==> src/rtl/pc_control.sv <==
// pc_control: next-PC selection for B / BR / HLT / sequential control flow.
// PC_out and taken are combinational; the only state is the halt status.
// Optional feature macro: PC_CONTROL_HALT_EN enables the HLT opcode and the
// halted register. Without it, HLT decodes as sequential and no flop exists.
module pc_control (
    input  logic        clk,
    input  logic        rst_n,
    input  logic [1:0]  opcode,
    input  logic [2:0]  C,
    input  logic [8:0]  I,
    input  logic [2:0]  F,
    input  logic [15:0] PC_in,
    input  logic [15:0] data_in,
    output logic [15:0] PC_out,
    output logic        taken,
    output logic        halted
);

    localparam logic [1:0] OP_B   = 2'b00;
    localparam logic [1:0] OP_BR  = 2'b01;
    localparam logic [1:0] OP_HLT = 2'b10;
    localparam logic [1:0] OP_SEQ = 2'b11;

    logic [15:0] w_seq;
    logic [15:0] w_offset;
    logic [15:0] w_bTarget;
    logic        w_cond;
    logic        w_zero;
    logic        w_ovf;
    logic        w_neg;
    logic        w_halted;

    assign w_zero = F[2];
    assign w_ovf  = F[1];
    assign w_neg  = F[0];

    // Sequential PC and PC-relative target; the word offset becomes a byte offset.
    assign w_seq     = PC_in + 16'd2;
    assign w_offset  = {{6{I[8]}}, I, 1'b0};
    assign w_bTarget = w_seq + w_offset;

    // Branch condition evaluation from the condition code and ALU flags.
    always_comb begin
        w_cond = 1'b0;
        case (C)
            3'b000:  w_cond = ~w_zero;
            3'b001:  w_cond = w_zero;
            3'b010:  w_cond = ~w_zero & ~w_neg;
            3'b011:  w_cond = w_neg;
            3'b100:  w_cond = w_zero | (~w_zero & ~w_neg);
            3'b101:  w_cond = w_neg | w_zero;
            3'b110:  w_cond = w_ovf;
            default: w_cond = 1'b1;
        endcase
    end

`ifdef PC_CONTROL_HALT_EN
    typedef enum logic {
        ST_RUN  = 1'b0,
        ST_HALT = 1'b1
    } state_t;

    state_t r_state;
    state_t w_nextState;

    // Halt status register; reset clears it immediately without a clock.
    always_ff @(posedge clk or negedge rst_n) begin
        if (!rst_n) begin
            r_state <= ST_RUN;
        end else begin
            r_state <= w_nextState;
        end
    end

    // An HLT while running parks the machine; only reset leaves the halt state.
    always_comb begin
        w_nextState = r_state;
        if (r_state == ST_RUN && opcode == OP_HLT) begin
            w_nextState = ST_HALT;
        end
    end

    assign w_halted = (r_state == ST_HALT);
`else
    logic w_unusedClkRst;

    // Clock and reset have nothing to drive when HLT support is compiled out.
    assign w_unusedClkRst = clk ^ rst_n;
    assign w_halted       = 1'b0;
`endif

    assign halted = w_halted;

    // Next-PC mux; a halted core holds its PC regardless of the opcode.
    always_comb begin
        PC_out = w_seq;
        taken  = 1'b0;
        if (w_halted) begin
            PC_out = PC_in;
        end else begin
            case (opcode)
                OP_B: begin
                    taken  = w_cond;
                    PC_out = w_cond ? w_bTarget : w_seq;
                end
                OP_BR: begin
                    taken  = w_cond;
                    PC_out = w_cond ? data_in : w_seq;
                end
`ifdef PC_CONTROL_HALT_EN
                OP_HLT: begin
                    PC_out = PC_in;
                end
`else
                OP_HLT: begin
                    PC_out = w_seq;
                end
`endif
                OP_SEQ: begin
                    PC_out = w_seq;
                end
                default: begin
                    PC_out = w_seq;
                end
            endcase
        end
    end

endmodule

==> config.mk <==
export PLATFORM = sky130hd
export DESIGN_NAME = pc_control
export DESIGN_NICKNAME = d
export VERILOG_FILES = /design/src/rtl/pc_control.sv
export SDC_FILE = /design/constraint.sdc
export NUM_CORES = 1
export LEC_CHECK = 0
export ABC_AREA = 1
export CAP_MARGIN = 15
export CORE_AREA = 2 2 64 66
export DETAILED_ROUTE_END_ITERATION = 10
export DIE_AREA = 0 0 66 68
export PLACE_DENSITY = 0.84
export SYNTH_ARGS = -nofsm -noshare
export SYNTH_HDL_FRONTEND = slang
export SYNTH_SLANG_ARGS = --single-unit
==> constraint.sdc <==
create_clock -name vclk -period 3
set_input_delay 0.45 -clock vclk [all_inputs]
set_output_delay 0.45 -clock vclk [all_outputs]
set_load 0.01 [all_outputs]
==> run_1/zoom.png <==
Scale bar: 10 um. Window x 13 to 53, y 28 to 68 um. Cells in grey, sequential cells in the stronger grey; small squares are vias.
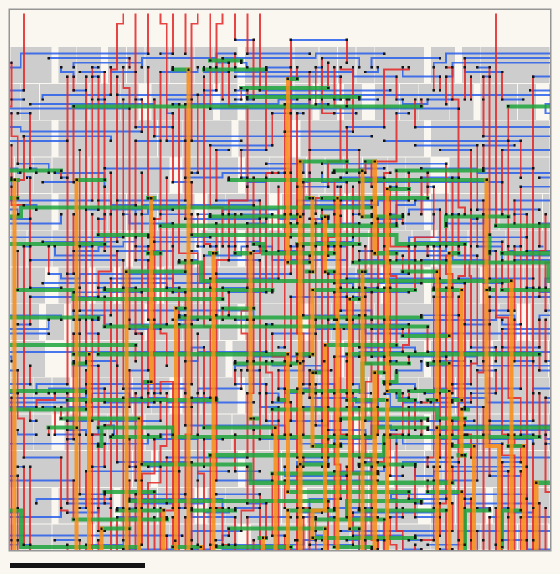
Key: met3 = green; met2 = red; met1 = blue; met4 = orange
Sequential cells in the window: 0. 207 logic cells have their middle in the window. Most frequent: nand2_1 (64), buf_4 (33), nand2_2 (15).

==> run_1/gate_families.png <==
Scale bar: 20 um.
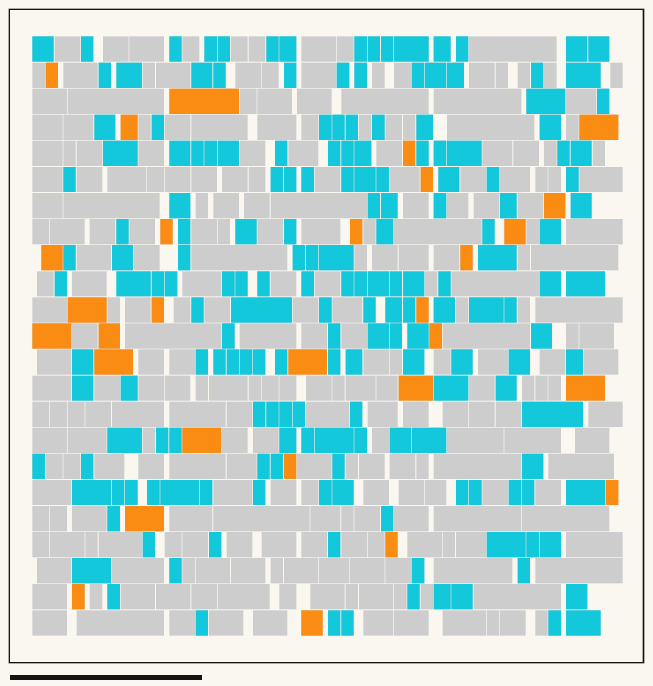
Key: NAND gates = cyan [cells 186, most used nand2_1, where all over the die]; NOR gates = orange [cells 29, most used nor2_1, where all over the die]
Comb/total area: 0.605
final instance count without filler cells: 523
highest-count logic cell in the final layout: nand2_1

==> run_1/metal_stack.png <==
Scale bar: 20 um.
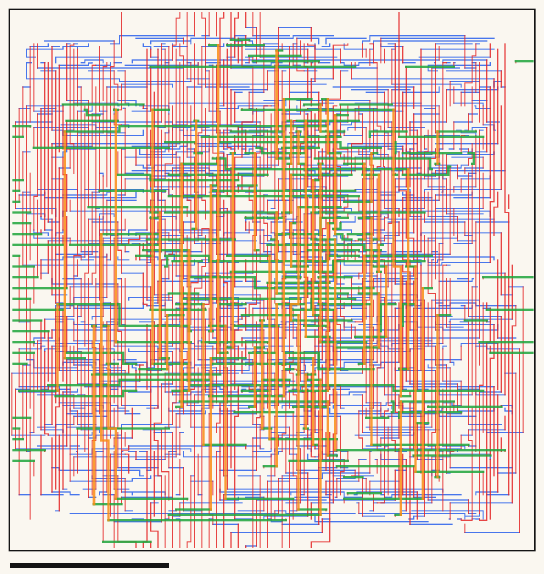
Key: met4 = orange [wire length 1030 um]; met1 = blue [wire length 3660 um]; met2 = red [wire length 5260 um]; met3 = green [wire length 1370 um]

==> run_1/density.png <==
7 x 7 tiles, from dark blue (low) to red (high), 0 to 100% covered.
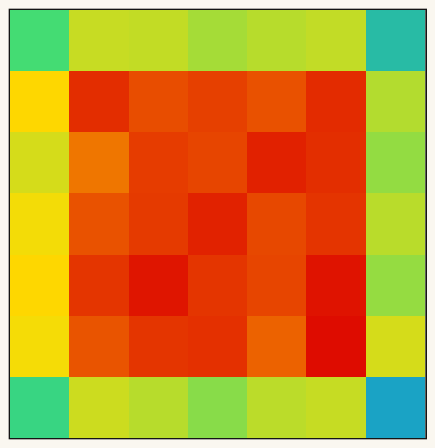
55% of the tiles are over 75% full. The mean over all tiles is 79%. The fullest tile reaches 99%.

==> run 1: report_power, final <==
| part | leakage, nW | internal, W | switching, W |
|---|---|---|---|
| Combinational | 1.83 | 0.000339 | 0.000431 |
| Sequential | 0 | 0 | 0 |
| Clock | 0 | 0 | 0 |
==> run 1: final cells by class <==
| type | instances | area share |
|---|---|---|
| inverters | 50 | 0.0549 |
| multi-input cells | 286 | 0.605 |
| well taps | 50 | 0.0174 |
| repair buffers | 137 | 0.322 |
==> run 1: final timing paths <==
check / start / endpoint / slack [ns] / depth (start not counted)
max: PC_in[1] / PC_out[10] / -0.41 / 20
min: PC_in[1] / PC_out[1] / 1.26 / 3
==> run 1: cell families (layout without fill, tap and decap cells) <==
logic type | count (synthesis) | count (layout)
buffers and inverters | 55 | 187
adder cells (fa/ha/maj) | 18 | 18
AND/OR/NAND/NOR | 216 | 216
XOR/XNOR | 13 | 13
AND-OR/OR-AND | 38 | 38
other | 1 | 1
==> run 1: per-stage QoR <==
stage / cells / total power [W]
2_1_floorplan: 341 / 0.000270
3_3_place_gp: 505 / 0.000511
3_5_place_dp: 505 / 0.000523
4_1_cts: 521 / 0.000601
5_1_grt: 523 / 0.000796
6_report: 523 / 0.000771
==> run 1: cells in the final DEF (no fill, tap or decap), types with 2 or more instances in the layout <==
cell,n
clkdlybuf4s15_1,2
nor2_2,5
inv_2,12
nand4_1,2
a21oi_1,6
buf_2,13
nand3_4,2
o211ai_1,4
nor2_1,13
buf_6,7
o21ai_2,3
clkdlybuf4s15_2,2
nor2_4,8
dlymetal6s2s_1,3
inv_4,2
a21oi_4,3
nand3_2,11
dlygate4sd2_1,7
nand2_2,34
inv_1,35
nand3_1,14
clkdlybuf4s50_1,36
buf_8,2
ha_4,15
nand2_4,9
xnor2_2,3
buf_4,64
nand2_1,113
xor2_4,4
xnor2_4,2
o21ai_0,5
a21oi_2,8
xor2_2,2
o21ai_1,5
==> run 1: metal layers <==
metal,global-route usage,part of all wire,vias up
met5,0,0,-
met4,0.128,0.091,0
met3,0.0428,0.12,126
met2,0.638,0.46,326
met1,0.380,0.32,1493
li1,-,-,1328
==> run 1: worst max-delay path, stage by stage <==
cell	delay [ns]
buf_8	0.09
ha_4	0.13
nand2_4	0.05
nor2_4	0.14
buf_6	0.13
xnor2_2	0.12
inv_2	0.10
ha_4	0.28
buf_4	0.14
nand2_1	0.09
inv_1	0.15
nand2_1	0.13
nand3_2	0.14
nand2_2	0.07
nand3_1	0.10
nand3_1	0.21
nand2_1	0.16
nand2_1	0.07
nand2_1	0.08
buf_2	0.13
==> run 1: timing repair <==
| item | in CTS | in global routing |
|---|---|---|
| setup buffers | 16 | 2 |
| endpoints found under the setup margin | 14 | 15 |
| gates resized | 158 | 80 |
| pin swaps | 53 | 39 |
| cloned | 0 | 0 |
| hold buffers | 0 | 0 |
==> reports/notes.md, run 1 <==
## STA
• worst hold slack across all endpoints: 1.26 ns
• number of setup violations in the final report: 12
• worst setup margin: -0.407 ns
• final count of pins violating max slew: 0
• post-layout period usage of the worst path: 1.14
• time the final worst path needs with I/O delays and setup: 3.41 ns
• highest clock frequency the design can meet: 294 MHz
• final total negative setup slack: -2.47 ns
• unrepaired setup endpoints after global routing: yes

## Job
• number of violations of the max-capacitance limit: 0
• total number of warnings across the stage logs: 39

## Die
• Core Rows: 23
• core region area: 3860 sq um
• fp_density: 0.451
• floorplan die height: 68 um
• I/O pins: 69
• Die ar.: 4490 sq um

## Logic synthesis
• most frequent cell after synthesis: nand2_1
• area figure in the yosys stat output: 1740 sq um
• yosys xor share: 0.0742
• area share, top type: 0.320
• share of the yosys chip area belonging to registers: 0
• Yosys top cell by area: nand2_1
• synth top area cells: nand2_1, ha_1, inv_1
• Syn Area/Cell: 5.10 sq um
• cell count listed in synth_stat.txt: 341
• count of synthesis-stage warnings from yosys: 0
• leading cell types by count after synthesis: nand2_1, inv_1, nand3_1, nor2_1
• tally of unique sky130hd cells used after synthesis: 33
• post-synthesis compound-gate area fraction: 0.124
• cells after synthesis: 341
• area fraction in full adders, half adders and majority gates: 0.134

## Min path
• Hold/Removal Path Class: in2out

## Placed design
• pre-CTS WS: -0.976 ns
• placed cell area: 2810 sq um
• last weighted congestion value of the routability-driven placer: 0.867
• port bufs: 66
• estimated wirelength of the detail-placed design: 4.94 mm

## Routing
• DRC Markers: 0
• drt total wl: 11.3 mm
• mean routed wirelength per cell: 21.6 um
• Post-DRT Antenna Nets: 0
• iteration-0 DRC count of the detailed router: 450

## Setup path
• Req. time, crit path: 2.55 ns
• arrival time of data at the critical path endpoint: 2.96 ns
• Setup CP Type: in2out
• kind of launch point of the worst setup path: primary input
• category of the worst setup path capture point: primary output

## GRT
• vias in the first global route: 2691
• largest net degree at the start of global routing: 19
• number of antenna violations at the first check in global routing: 0
• first-pass GRT wire length: 11.8 mm
• total grt overflow: 0

## Layout
• MI comb area: 2180 sq um
• Storage cell area: 0 sq um
• total of fill cells in the finished design: 137
• flop count: 0
• final non-filler cell area: 3600 sq um

## Outcome
• failing checks: setup timing
• run status: finished with violations

==> run 2, diff against run 1 <==
--- a/config.mk
+++ b/config.mk
@@ -11,6 +11,7 @@
 export DETAILED_ROUTE_END_ITERATION = 10
 export DIE_AREA = 0 0 66 68
 export PLACE_DENSITY = 0.84
+export SLEW_MARGIN = 0
 export SYNTH_ARGS = -nofsm -noshare
 export SYNTH_HDL_FRONTEND = slang
 export SYNTH_SLANG_ARGS = --single-unit
==> run_2/density.png <==
7 x 7 tiles, from dark blue (low) to red (high), 0 to 100% covered.
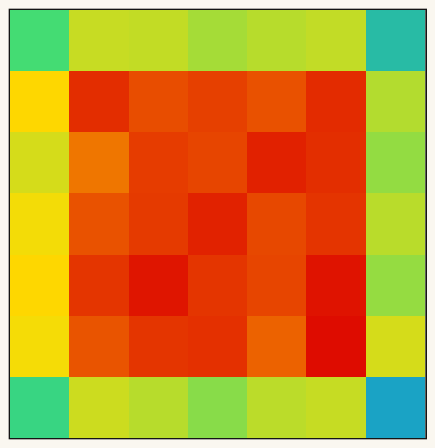
55% of the tiles are over 75% full. The mean over all tiles is 79%. The fullest tile reaches 99%. The densest ninth of the die: centre.
fp_density: 0.451
final core utilization: 0.934

==> reports/notes.md, run 2 <==
## Routing
• DR WL met2: 5.26 mm, unchanged
• iteration-0 DRC count of the detailed router: 450, unchanged
• DRC Markers: 0, unchanged
• Post-DRT Antenna Nets: 0, unchanged
• via/cell ratio: 6.26, unchanged
• number of search-and-repair iterations in the first detailed-routing pass: 6, unchanged
• drt total wl: 11.3 mm, unchanged
• mean routed wirelength per cell: 21.6 um, unchanged
• highest signal layer in the routed design: met4, unchanged
• met3 wire len: 1.37 mm, unchanged
• via total after detailed routing: 3273, unchanged
• wire length on met1: 3.66 mm, unchanged

## STA
• time the final worst path needs with I/O delays and setup: 3.41 ns, unchanged
• final total negative setup slack: -2.47 ns, unchanged
• number of hold violations in the final report: 0, unchanged
• worst setup margin: -0.407 ns, unchanged
• final count of pins violating max slew: 0, unchanged
• post-layout period usage of the worst path: 1.14, unchanged
• number of setup violations in the final report: 12, unchanged
• unrepaired setup endpoints after global routing: yes, unchanged
• worst hold slack across all endpoints: 1.26 ns, unchanged
• highest clock frequency the design can meet: 294 MHz, unchanged

## Logic synthesis
• count of synthesis-stage warnings from yosys: 0, unchanged
• share of the yosys chip area belonging to registers: 0, unchanged
• leading cell types by count after synthesis: nand2_1, inv_1, nand3_1, nor2_1, unchanged
• Nets at Floorplan: 410, unchanged
• cells after synthesis: 341, unchanged
• most frequent cell after synthesis: nand2_1, unchanged
• cell count listed in synth_stat.txt: 341, unchanged
• Yosys top cell by area: nand2_1, unchanged
• area figure in the yosys stat output: 1740 sq um, unchanged
• tally of unique sky130hd cells used after synthesis: 33, unchanged
• synth top area cells: nand2_1, ha_1, inv_1, unchanged
• Syn Area/Cell: 5.10 sq um, unchanged
• summed instance area of the synthesized netlist: 1740 sq um, unchanged
• area share, top type: 0.320, unchanged

## GRT
• first-pass GRT wire length: 11.8 mm, unchanged
• largest net degree at the start of global routing: 19, unchanged
• GRT Resource Usage Total: 0.335, unchanged
• vias in the first global route: 2691, unchanged
• total grt overflow: 0, unchanged
• number of antenna violations at the first check in global routing: 0, unchanged

## Setup path
• category of the worst setup path capture point: primary output, unchanged
• kind of launch point of the worst setup path: primary input, unchanged
• Req. time, crit path: 2.55 ns, about the same
• Max FO, Critical Path: 3, unchanged
• arrival time of data at the critical path endpoint: 2.96 ns, about the same
• Setup CP Type: in2out, unchanged

## Layout
• total of fill cells in the finished design: 137, unchanged
• final instance count without filler cells: 523, unchanged
• highest-count logic cell in the final layout: nand2_1, unchanged
• antenna fix cells: 0, unchanged
• Top cells excl fill/tap: nand2_1, buf_4, clkdlybuf4s50_1, unchanged
• Clock Buffer Count: 0, unchanged
• flop count: 0, unchanged
• Storage cell area: 0 sq um, unchanged
• number of nets in the final layout: 544, unchanged
• area added between synthesis and finish: 107%, unchanged
• share of post-route cells with drive strength above 1: 0.465, unchanged

## Placed design
• port bufs: 66, unchanged
• pre-CTS WS: -0.976 ns, unchanged
• last weighted congestion value of the routability-driven placer: 0.867, unchanged
• placed cell count: 505, unchanged
• estimated wirelength of the detail-placed design: 4.94 mm, unchanged

## Die
• core region area: 3860 sq um, unchanged
• Die ar.: 4490 sq um, unchanged
• floorplan die height: 68 um, unchanged
• Die X-Extent: 66 um, unchanged
• Core Rows: 23, unchanged
• I/O pins: 69, unchanged

## Power and ir drop
• post-route total power: 0.000771 W, unchanged
• standby leakage power: 1.83 nW, unchanged
• maximum ir drop on the vdd rail: 0.138 mV, unchanged
• power per cell area: 214 nW/um^2, unchanged

## Min path
• Hold/Removal Path Class: in2out, unchanged

## Outcome
• failing checks: setup timing, unchanged
• run status: finished with violations, unchanged

## Job
• number of violations of the max-capacitance limit: 0, unchanged
• total number of warnings across the stage logs: 39, unchanged

==> run_2/zoom.png <==
Scale bar: 10 um. Window x 13 to 53, y 28 to 68 um. Cells in grey, sequential cells in the stronger grey; small squares are vias.
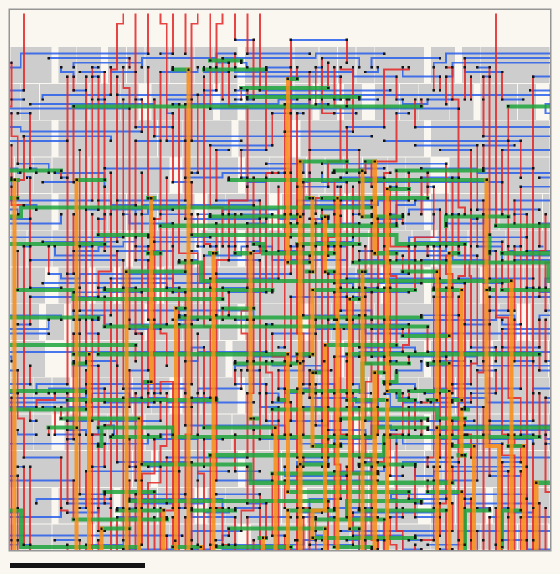
Key: met1 = blue; met2 = red; met3 = green; met4 = orange
Sequential cells in the window: 0. 207 logic cells have their middle in the window. Most frequent: nand2_1 (64), buf_4 (33), nand2_2 (15).

## run 2: cell families after synthesis
logic type / Yosys count / share of synthesized area
XOR/XNOR: 13 / 0.0742
AND-OR/OR-AND: 38 / 0.124
AND/OR/NAND/NOR: 216 / 0.529
buffers and inverters: 55 / 0.137
other: 1 / 0.00216
adder cells (fa/ha/maj): 18 / 0.134
## run 2: where the power goes
group	internal, W	switching, W
Clock	0	0
Sequential	0	0
Combinational	0.000339	0.000431
## run 2: per-layer routing
metal	vias to the layer above	global-route usage
li1	1328	-
met1	1493	0.380
met2	326	0.638
met3	126	0.0428
met4	0	0.128
met5	-	0
## run 2: worst max-delay path, cell delays in order
cell,delay (ns)
buf_8,0.09
ha_4,0.13
nand2_4,0.05
nor2_4,0.14
buf_6,0.13
xnor2_2,0.12
inv_2,0.10
ha_4,0.28
buf_4,0.14
nand2_1,0.09
inv_1,0.15
nand2_1,0.13
nand3_2,0.14
nand2_2,0.07
nand3_1,0.10
nand3_1,0.21
nand2_1,0.16
nand2_1,0.07
nand2_1,0.08
buf_2,0.13
## run 2: worst paths after layout
kind / start / to / slack (ns) / cells after the start
setup / recovery: PC_in[1] / PC_out[10] / -0.41 / 20
hold / removal: PC_in[1] / PC_out[1] / 1.26 / 3
## run 2: cell type report
class                           instances  area (sq um)  area share
Multi-Input combinational cell        286          2180       0.605
Tap cell                               50          62.6      0.0174
Timing Repair Buffer                  137          1160       0.322
Inverter                               50           198      0.0549
## run 2: metrics by stage
step / util / area [sq um]
2_1_floorplan: - / 1740
3_3_place_gp: 0.730 / 2810
3_5_place_dp: 0.730 / 2810
4_1_cts: 0.851 / 3280
5_1_grt: 0.934 / 3600
6_report: 0.934 / 3600
## run 2: repair_timing
item                       in CTS  in global routing
setup endpoints to repair      14                 15
setup buffers                  16                  2
pin swaps                      53                 39
resized                       158                 80
hold buffers                    0                  0
No activity file was given, so power comes from the tool's default toggle rates.
